==> run_1/wires.png <==
Bar = 20 microns.
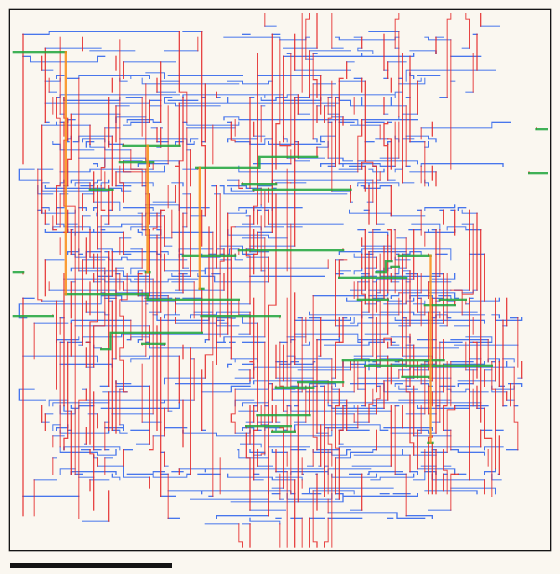
==> run_1/clk_routes.png <==
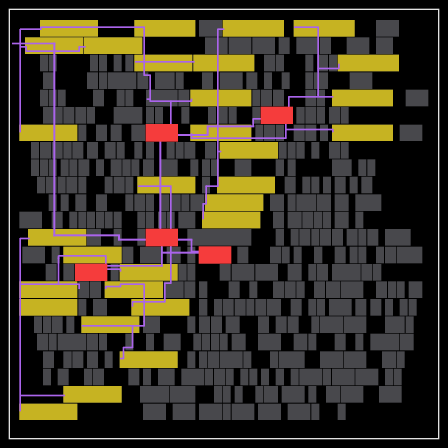
==> run_1/logic_types.png <==
Bar = 20 microns.
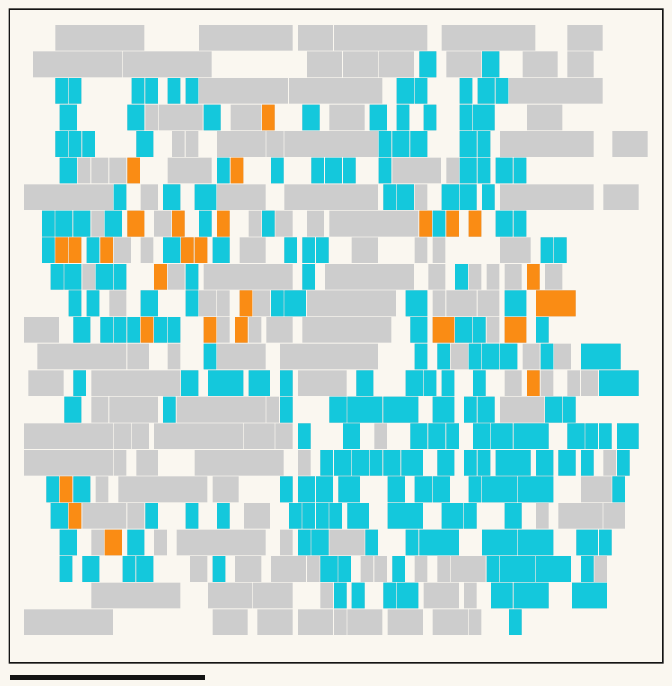
==> run_1/cell_density.png <==
The die is cut into 7 by 7 equal tiles; dark blue is low, red is high, 0 to 100% covered.
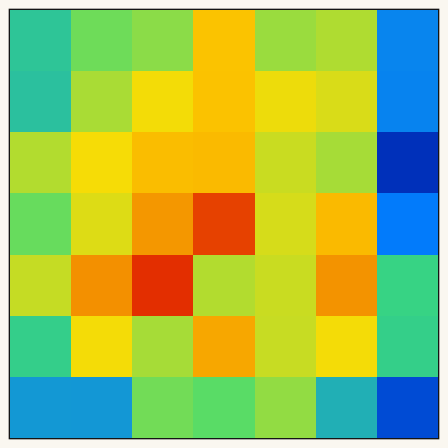
==> src/rtl/demux_pkg.sv <==
// Shared types and constants for the 8-way round-robin decoder-style arbiter.
package demux_pkg;

  typedef enum logic [1:0] {
    IDLE  = 2'd0,
    GRANT = 2'd1,
    DEAD  = 2'd2
  } state_e;

  localparam int NREQ = 8;
  localparam int IDXW = 3;
  localparam logic [NREQ-1:0] NONE_SEL = 8'hFF;

  // Active-low one-hot select, same shape as a 3-to-8 decoder output.
  function automatic logic [NREQ-1:0] sel_low(input logic [IDXW-1:0] idx);
    return ~(NREQ'(1) << idx);
  endfunction

endpackage

==> src/rtl/demux_arbiter_rr_priority_8.sv <==
// Combinational rotating-priority picker: first set request scanning up from ptr, wrapping 7->0.
module rr_priority_8
  import demux_pkg::*;
(
  input  logic [NREQ-1:0] i_req,
  input  logic [IDXW-1:0] i_ptr,
  output logic [IDXW-1:0] o_idx,
  output logic            o_found
);

  logic [IDXW-1:0] w_pos;

  // Scan from lowest to highest priority so the highest-priority hit is written last.
  always_comb begin
    o_idx   = '0;
    o_found = 1'b0;
    w_pos   = '0;
    for (int k = NREQ - 1; k >= 0; k--) begin
      w_pos = i_ptr + IDXW'(k);
      if (i_req[w_pos]) begin
        o_idx   = w_pos;
        o_found = 1'b1;
      end
    end
  end

endmodule

==> src/rtl/demux_arbiter.sv <==
// Round-robin arbiter driving an active-low one-hot select with a guaranteed idle gap
// between grants and a bounded hold time.
//   state | meaning
//   IDLE  | nobody selected; pick next requester from ptr when enabled
//   GRANT | one requester selected; timer counts hold cycles
//   DEAD  | forced all-high gap of DEAD_CYCLES cycles after a release
module demux_arbiter
  import demux_pkg::*;
#(
  parameter int DEAD_CYCLES = 1,
  parameter int MAX_HOLD    = 16
) (
  input  logic            clk,
  input  logic            nreset,
  input  logic [NREQ-1:0] nreq,
  input  logic            ng,
  output logic [NREQ-1:0] ngrant,
  output logic [IDXW-1:0] gidx,
  output logic            gvalid,
  output logic            ntimeout
);

  localparam logic [7:0] HOLD_MAX  = 8'(MAX_HOLD);
  localparam logic [3:0] DEAD_LOAD = (DEAD_CYCLES > 0) ? 4'(DEAD_CYCLES - 1) : 4'd0;

  state_e          r_state, w_state_nxt;
  logic [IDXW-1:0] r_ptr, w_ptr_nxt;
  logic [7:0]      r_timer, w_timer_nxt;
  logic [3:0]      r_dead, w_dead_nxt;
  logic [NREQ-1:0] r_ngrant, w_ngrant_nxt;
  logic [IDXW-1:0] r_gidx, w_gidx_nxt;
  logic            r_gvalid, w_gvalid_nxt;
  logic            r_ntimeout, w_ntimeout_nxt;

  logic [NREQ-1:0] w_req;
  logic            w_en;
  logic [IDXW-1:0] w_pick;
  logic            w_found;
  logic            w_timeout;

  // Only a clean 0 is a request; X/Z behaves like the decoder's all-high default.
  always_comb begin
    w_req = '0;
    for (int i = 0; i < NREQ; i++) begin
      w_req[i] = (nreq[i] === 1'b0);
    end
  end

  assign w_en      = (ng === 1'b0);
  assign w_timeout = (HOLD_MAX != 8'd0) && (r_timer == HOLD_MAX);

  rr_priority_8 u_pick (
    .i_req   (w_req),
    .i_ptr   (r_ptr),
    .o_idx   (w_pick),
    .o_found (w_found)
  );

  always_ff @(posedge clk or negedge nreset) begin
    if (!nreset) begin
      r_state    <= IDLE;
      r_ptr      <= '0;
      r_timer    <= '0;
      r_dead     <= '0;
      r_ngrant   <= NONE_SEL;
      r_gidx     <= '0;
      r_gvalid   <= 1'b0;
      r_ntimeout <= 1'b1;
    end else begin
      r_state    <= w_state_nxt;
      r_ptr      <= w_ptr_nxt;
      r_timer    <= w_timer_nxt;
      r_dead     <= w_dead_nxt;
      r_ngrant   <= w_ngrant_nxt;
      r_gidx     <= w_gidx_nxt;
      r_gvalid   <= w_gvalid_nxt;
      r_ntimeout <= w_ntimeout_nxt;
    end
  end

  always_comb begin
    w_state_nxt    = r_state;
    w_ptr_nxt      = r_ptr;
    w_timer_nxt    = r_timer;
    w_dead_nxt     = r_dead;
    w_ngrant_nxt   = r_ngrant;
    w_gidx_nxt     = r_gidx;
    w_gvalid_nxt   = r_gvalid;
    w_ntimeout_nxt = 1'b1;
    case (r_state)
      IDLE: begin
        if (w_en && w_found) begin
          w_ngrant_nxt = sel_low(w_pick);
          w_gidx_nxt   = w_pick;
          w_gvalid_nxt = 1'b1;
          w_timer_nxt  = 8'd1;
          w_state_nxt  = GRANT;
        end
      end
      GRANT: begin
        // Disable wins over timeout, so a gated release never pulses ntimeout.
        if (!w_en || w_timeout || !w_req[r_gidx]) begin
          w_ngrant_nxt   = NONE_SEL;
          w_gvalid_nxt   = 1'b0;
          w_ptr_nxt      = r_gidx + IDXW'(1);
          w_ntimeout_nxt = !(w_en && w_timeout);
          w_dead_nxt     = DEAD_LOAD;
          w_state_nxt    = (DEAD_CYCLES > 0) ? DEAD : IDLE;
        end else if (r_timer != 8'hFF) begin
          w_timer_nxt = r_timer + 8'd1;
        end
      end
      DEAD: begin
        if (r_dead == 4'd0) begin
          w_state_nxt = IDLE;
        end else begin
          w_dead_nxt = r_dead - 4'd1;
        end
      end
      default: w_state_nxt = IDLE;
    endcase
  end

  assign ngrant   = r_ngrant;
  assign gidx     = r_gidx;
  assign gvalid   = r_gvalid;
  assign ntimeout = r_ntimeout;

endmodule

==> config.mk <==
export PLATFORM = sky130hd
export DESIGN_NAME = demux_arbiter
export DESIGN_NICKNAME = d
export VERILOG_FILES = /design/src/rtl/demux_pkg.sv /design/src/rtl/demux_arbiter_rr_priority_8.sv /design/src/rtl/demux_arbiter.sv
export SDC_FILE = /design/constraint.sdc
export NUM_CORES = 1
export LEC_CHECK = 0
export ABC_AREA = 1
export ABC_CLOCK_PERIOD_IN_PS = 3420
export CORE_UTILIZATION = 58
export CTS_CLUSTER_DIAMETER = 60
export DETAILED_ROUTE_END_ITERATION = 7
export PLACE_DENSITY = 0.81
export SLEW_MARGIN = 20
export SYNTH_ARGS = -nofsm -noshare
export SYNTH_HDL_FRONTEND = slang
export SYNTH_HIERARCHICAL = 1
export SYNTH_SLANG_ARGS = --single-unit
export TNS_END_PERCENT = 5
==> constraint.sdc <==
create_clock -name clk -period 3.42 [get_ports clk]
set_input_delay 0.684 -clock clk [delete_from_list [all_inputs] [get_ports clk]]
set_output_delay 0.684 -clock clk [all_outputs]
set_load 0.01 [all_outputs]
==> impl_metrics.yaml, run 1 <==
# generated from flow reports
status:
  outcome: "finished with violations"
  violations: "DRC"
finish:
  final_common_cell: "nand2_1"
  final_cells: 434
  nonClockBufferCount: 29
  antenna_cells: 0
  nNonClkInverters: 44
  largest_class: "combinational gates"
  regArea_sq_um: 762
  combGateArea_sq_mm: 0.00141
  seq_area_share_pct: 27.4
  final_cell_area_sq_mm: 0.00278
  fin_util_pct: 69.6
  sh_comb_area_pct: 50.8
  clk_share_pct: 3.42
  clock_buffers: 6
  fillers: 350
  nFlopsAndLatches: 30
  final-nonclk-buf-share_pct: 9.89
  syn2layout_area_growth_pct: 14.5
min_path:
  hold_path_end: "ngrant[1]"
  holdPathStages: 2
  min_path_type: "flop to flop"
cts:
  ctsHoldBuffers: 0
  clock.latency.late_pin_ns: 0.28
  cts_buffer_depth: 2
  ctsResizeCount: 0
  cts_inserted_buffers: 5
  htreeDepth: 2
  path_clk_slew_ns: 0.07
  cts.sink_count: 30
  postCtsSetupRepairBufs: 0
setup_path:
  startpoint: "r_ptr[0]"
  path_buffers: 3
  required_ns: 3.60
  critPathMaxFanout: 10
  path_depth: 11
  start_kind: "flop"
  cp-endpoint: "gidx[2]"
  crit_type: "flop to flop"
  worstPathCellList: "inv_8 -> ha_1 -> inv_2 -> nand3_1 -> nand3_1 -> nand2_4 -> nor2_4 -> nand4_1 -> nand4_1 -> buf_4 -> o21ai_0"
  cp_data_arrival_time_ns: 2.83
  slowest_delay_ns: 0.48
  reg2reg_depth: 11
  critPathCaptureType: "flop"
  r2r_end: "gidx[2]"
power:
  comb_power_mw: 2.17
  maxPowerGroup: "combinational logic"
  p_seq_share_pct: 20.7
  p_total_mw: 3.12
  combPwrFrac_pct: 69.7
  p_leak_nw: 1.41
  internal_power_mw: 1.48
  power_switching_share_pct: 52.6
  p_switching_mw: 1.64
  powerSeq_mw: 0.645
  clock_power_share_pct: 9.6
  ir_drop_uv: 465
  power_density_mw_per_mm2: 1120
placed_design:
  portBuffers: 23
  postPlaceCellArea_sq_mm: 0.00269
  routabilityCongestion: 0.957
  dp_worst_setup_slack_ns: 0.547
  dp.cells: 426
drt:
  wire_per_inst_microns: 12.7
  vias: 2327
  drtIter0Drc: 201
  wl_met1_microns: 2520
  wl_met3_microns: 213
  totalWireLength_microns: 5530
  top_layer: "met4"
  drc: 2
  route.met2.wl_microns: 2710
  first_pass_iters: 6
  vias_per_cell: 5.36
logic_synthesis:
  ys_cells: 357
  aoi_share_pct: 6.12
  xor_share_pct: 1.85
  yosysSeqAreaShare_pct: 31.3
  ys_area_sq_mm: 0.00243
  top_area_share_pct: 21.6
  ys.flops: 30
  topCellsByArea: "dfrtp_1 22%, nand2_1 16%, nand3_1 14%"
  flop_cell: "dfrtp_1"
  fp_nets: 374
  syn_inst: 357
  synth_warnings: 6
  top_area_cell: "dfrtp_1"
  synth-adder-area-share_pct: 3.09
  synthDistinctLibCells: 32
  async_reset_ff_share_pct: 100
  synth-simple-area-share_pct: 47.1
  common_cells: "106 x nand2_1, 67 x nand3_1, 33 x inv_1, 22 x nor2_1, 21 x dfrtp_1"
  syn_area_sq_mm: 0.00243
  mux_share_pct: 0
  syn_avg_cell_area_sq_um: 6.81
floorplanning:
  taps: 50
  dieArea_sq_mm: 0.00446
  fp.dieW_microns: 66.8
  fp-utilization_pct: 60.8
  io_pins: 24
final_timing:
  slew_headroom_pct: 69.1
  layout_min_cycle_time_ns: 2.65
  setup_tns_ns: 0
  rsz0062_at_grt: "no"
  hold_violations: 0
  fin_ws_ns: 0.768
  fmax_mhz: 377
  finalSetupViolCount: 0
  period_used_pct: 77.5
  tightestPinTransition_ns: 0.464
global_routing:
  antenna_found_initial: 0
  grt_use_met1_pct: 35.6
  busiest_layer: "met2"
  grt-ovfl-total: 0
  grt.total_usage_pct: 27.8
  grt_max_degree: 31
  grt_first_pass_wirelength_microns: 9410
  met2_usage_pct: 47.0
  grt_pass1_vias: 2106
flow_run:
  warning_count: 28
  drv_cap: 0
-- wires.png (at the start) --
Key: blue = metal 1 [wire length 2520 microns]; orange = metal 4 [wire length 83.6 microns]; green = metal 3 [wire length 214 microns]; red = metal 2 [wire length 2710 microns]

-- clk_routes.png (at the start) --
Key: red = clock drivers [count 5]; purple = clock wires [length 424 microns]; yellow = flip-flops [count 30]
There are 6 routed clock nets.

-- logic_types.png (at the start) --
Key: orange = nor cells [cells 27]; cyan = nand cells [cells 206, where spread over the die]

-- cell_density.png (at the start) --
The fullest tile reaches 95%. The densest ninth of the die: centre. 22% of the tiles are over 75% full. The mean over all tiles is 61%.

==> inputs of run 2 (changes only) <==
- ABC_CLOCK_PERIOD_IN_PS: 3420 -> 2200
- CORE_UTILIZATION: 58 -> 52
- PLACE_DENSITY: 0.81 -> 0.77
- clock period: 3.42 -> 2.2 ns (I/O delays scaled with it)
==> impl_metrics.yaml, run 2 <==
# generated from flow reports
drt:
  first_pass_iters: 4
  wire_per_inst_microns: 12.4
  wl_met3_microns: 206
  vias_per_cell: 5.27
  drc: 0
  drtIter0Drc: 193
  vias: 2492
  totalWireLength_microns: 5860
status:
  violations: "setup timing"
  outcome: "finished with violations"
final_timing:
  layout_min_cycle_time_ns: 2.29
  hold_violations: 0
  fin_ws_ns: -0.0924
  tightestPinTransition_ns: 0.380
  finalSetupViolCount: 16
power:
  maxPowerGroup: "combinational logic"
  ir_drop_uv: 754
  power_switching_share_pct: 49.4
  p_total_mw: 5.80
  power_density_mw_per_mm2: 1790
  comb_power_mw: 4.33
  powerSeq_mw: 1.02
  p_leak_nw: 1.62
  p_switching_mw: 2.86
  clock_power_share_pct: 7.9
setup_path:
  start_kind: "input pin"
  r2r_end: "r_timer[4]"
  path_buffers: 3
  reg2reg_depth: 14
  critPathCaptureType: "flop"
  cp-endpoint: "r_timer[4]"
  cp_data_arrival_time_ns: 2.47
  startpoint: "nreq[2]"
  path_depth: 14
logic_synthesis:
  ys.flops: 30
  ys_cells: 357
  fp_nets: 374
  yosysSeqAreaShare_pct: 31.3
  async_reset_ff_share_pct: 100
  synth_warnings: 6
  synthDistinctLibCells: 32
  syn_avg_cell_area_sq_um: 6.81
  syn_inst: 357
  synth-adder-area-share_pct: 3.09
  topCellsByArea: "dfrtp_1 22%, nand2_1 16%, nand3_1 14%"
  syn_area_sq_mm: 0.00243
  synth-simple-area-share_pct: 47.1
  top_area_cell: "dfrtp_1"
  flop_cell: "dfrtp_1"
  aoi_share_pct: 6.12
  top_area_share_pct: 21.6
finish:
  antenna_cells: 0
  fin_util_pct: 73.4
  nFlopsAndLatches: 30
  sh_comb_area_pct: 48.3
  fillers: 331
  final_cells: 473
  seq_area_share_pct: 23.6
  clk_share_pct: 2.94
  final-nonclk-buf-share_pct: 17.2
  regArea_sq_um: 766
  final_common_cell: "nand2_1"
  clock_buffers: 6
  combGateArea_sq_mm: 0.00157
  nonClockBufferCount: 65
floorplanning:
  io_pins: 24
  fp-utilization_pct: 55.1
  fp.dieW_microns: 70.4
  dieArea_sq_mm: 0.00495
  taps: 52
cts:
  ctsHoldBuffers: 0
  path_clk_slew_ns: 0.06
  postCtsSetupRepairBufs: 2
  cts.sink_count: 30
  clock.latency.late_pin_ns: 0.28
  ctsResizeCount: 10
placed_design:
  dp.cells: 462
  postPlaceCellArea_sq_mm: 0.00298
  dp_worst_setup_slack_ns: -0.322
  portBuffers: 23
global_routing:
  antenna_found_initial: 0
  grt_use_met1_pct: 31.2
  met2_usage_pct: 42.6
  grt-ovfl-total: 0
  grt_pass1_vias: 2309
flow_run:
  drv_cap: 0
  warning_count: 30
min_path:
  holdPathStages: 2
==> run_2/wires.png <==
Bar = 20 microns.
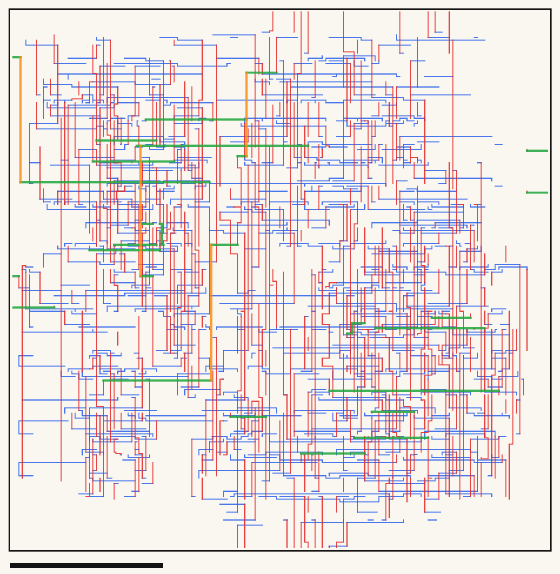
Key: orange = metal 4 [wire length 61.9 microns]; green = metal 3 [wire length 207 microns]; red = metal 2 [wire length 3000 microns]; blue = metal 1 [wire length 2580 microns]

==> run_2/clk_routes.png <==
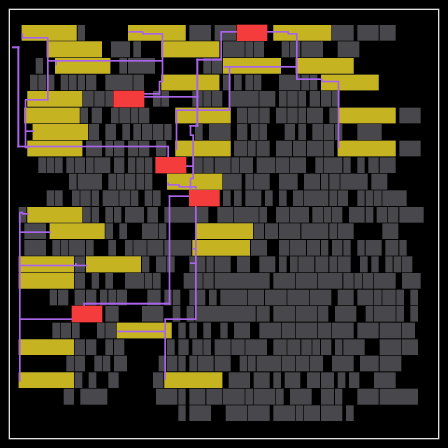
Key: yellow = flip-flops [count 30]; purple = clock wires [length 382 microns]; red = clock drivers [count 5]
Position of the flops: spread over the die.

==> inputs of run 3 (changes only) <==
- CORE_MARGIN: unset -> 2
==> run_3/logic_types.png <==
Bar = 20 microns.
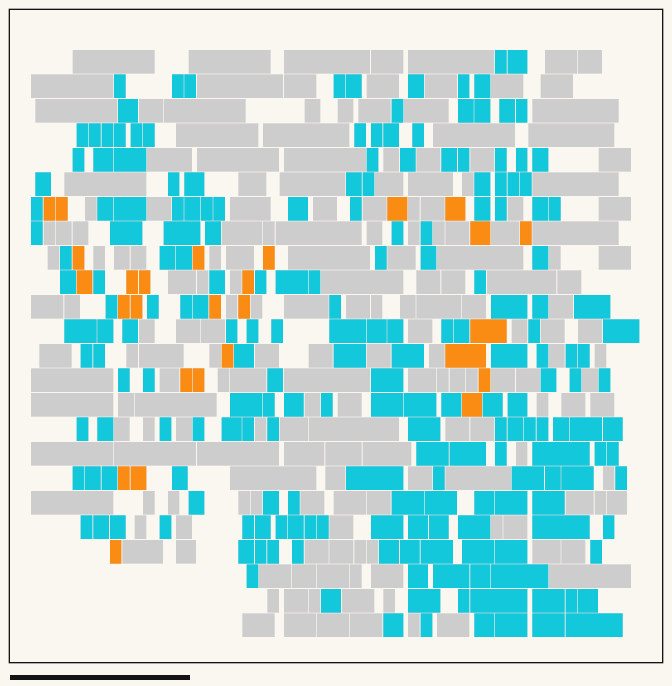
Key: cyan = nand cells [cells 206, where spread over the die]; orange = nor cells [cells 27]

==> impl_metrics.yaml, run 3 <==
# generated from flow reports
status:
  outcome: "finished with violations"
  violations: "setup timing"
logic_synthesis:
  synth-adder-area-share_pct: 3.09
  synth_warnings: 6
  ys_cells: 357
  syn_area_sq_mm: 0.00243
  syn_avg_cell_area_sq_um: 6.81
  synthDistinctLibCells: 32
  common_cells: "106 x nand2_1, 67 x nand3_1, 33 x inv_1, 22 x nor2_1, 21 x dfrtp_1"
  xor_share_pct: 1.85
  async_reset_ff_share_pct: 100
  topCellsByArea: "dfrtp_1 22%, nand2_1 16%, nand3_1 14%"
  syn_inst: 357
  yosysSeqAreaShare_pct: 31.3
  top_area_cell: "dfrtp_1"
final_timing:
  fin_ws_ns: -0.177
  layout_min_cycle_time_ns: 2.38
  fmax_mhz: 421
  setup_tns_ns: -2.29
  finalSetupViolCount: 19
  tightestPinTransition_ns: 0.377
  period_used_pct: 108
drt:
  drtIter0Drc: 194
  first_pass_iters: 4
  vias: 2633
power:
  combPwrFrac_pct: 77.1
  p_leak_nw: 1.66
  maxPowerGroup: "combinational logic"
  powerSeq_mw: 1.03
  internal_power_mw: 3.17
  p_seq_share_pct: 16.0
floorplanning:
  dieArea_sq_mm: 0.00524
  fp.dieW_microns: 72.4
  io_pins: 24
  taps: 52
min_path:
  hold_path_end: "gvalid"
finish:
  final-nonclk-buf-share_pct: 17.7
  antenna_cells: 0
  fin_util_pct: 76.3
  syn2layout_area_growth_pct: 39.5
  final_common_cell: "nand2_1"
  regArea_sq_um: 766
  final_cell_area_sq_mm: 0.00339
  seq_area_share_pct: 22.6
  nNonClkInverters: 45
  final_cells: 474
  combGateArea_sq_mm: 0.00168
  nonClockBufferCount: 66
  fillers: 300
  nFlopsAndLatches: 30
  largest_class: "combinational gates"
global_routing:
  grt.total_usage_pct: 24.8
  grt_pass1_vias: 2368
  antenna_found_initial: 0
  busiest_layer: "met2"
  grt-ovfl-total: 0
  grt_use_met1_pct: 31.7
cts:
  cts_inserted_buffers: 5
  clock.latency.late_pin_ns: 0.28
  ctsHoldBuffers: 0
setup_path:
  slowest_delay_ns: 0.47
  r2r_end: "ngrant[7]"
  critPathMaxFanout: 4
  crit_type: "input pin to flop"
  worstPathCellList: "clkdlybuf4s50_1 -> inv_1 -> nand2_2 -> nand3_4 -> nand3_2 -> nand2_4 -> nor4_2 -> nand4_1 -> nand2_1 -> a21oi_2 -> o21ai_2 -> clkinvlp_4 -> nand3_2 -> nand2_1"
  path_depth: 14
  cp_data_arrival_time_ns: 2.54
  reg2reg_depth: 19
  cp-endpoint: "r_timer[7]"
  path_buffers: 3
placed_design:
  postPlaceCellArea_sq_mm: 0.00298
  routabilityCongestion: 0.975
  dp.cells: 460
  dp_worst_setup_slack_ns: -0.380
  portBuffers: 23
flow_run:
  drv_cap: 0
==> run_3/wires.png <==
Bar = 20 microns.
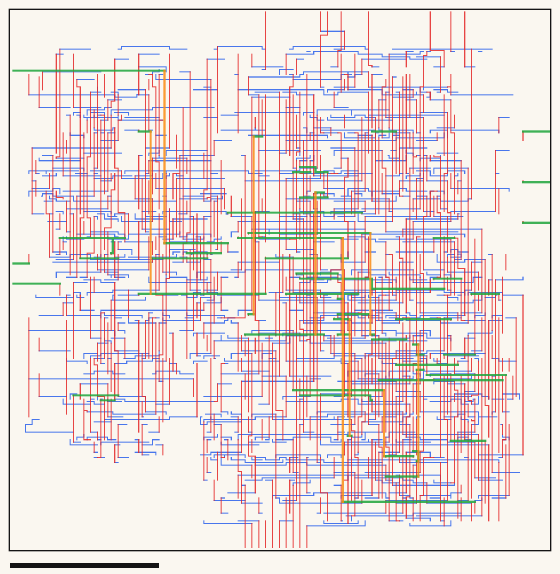
Key: orange = metal 4 [wire length 179 microns]; red = metal 2 [wire length 3660 microns]; green = metal 3 [wire length 353 microns]; blue = metal 1 [wire length 2990 microns]

Power and IR drop assume default switching activity.
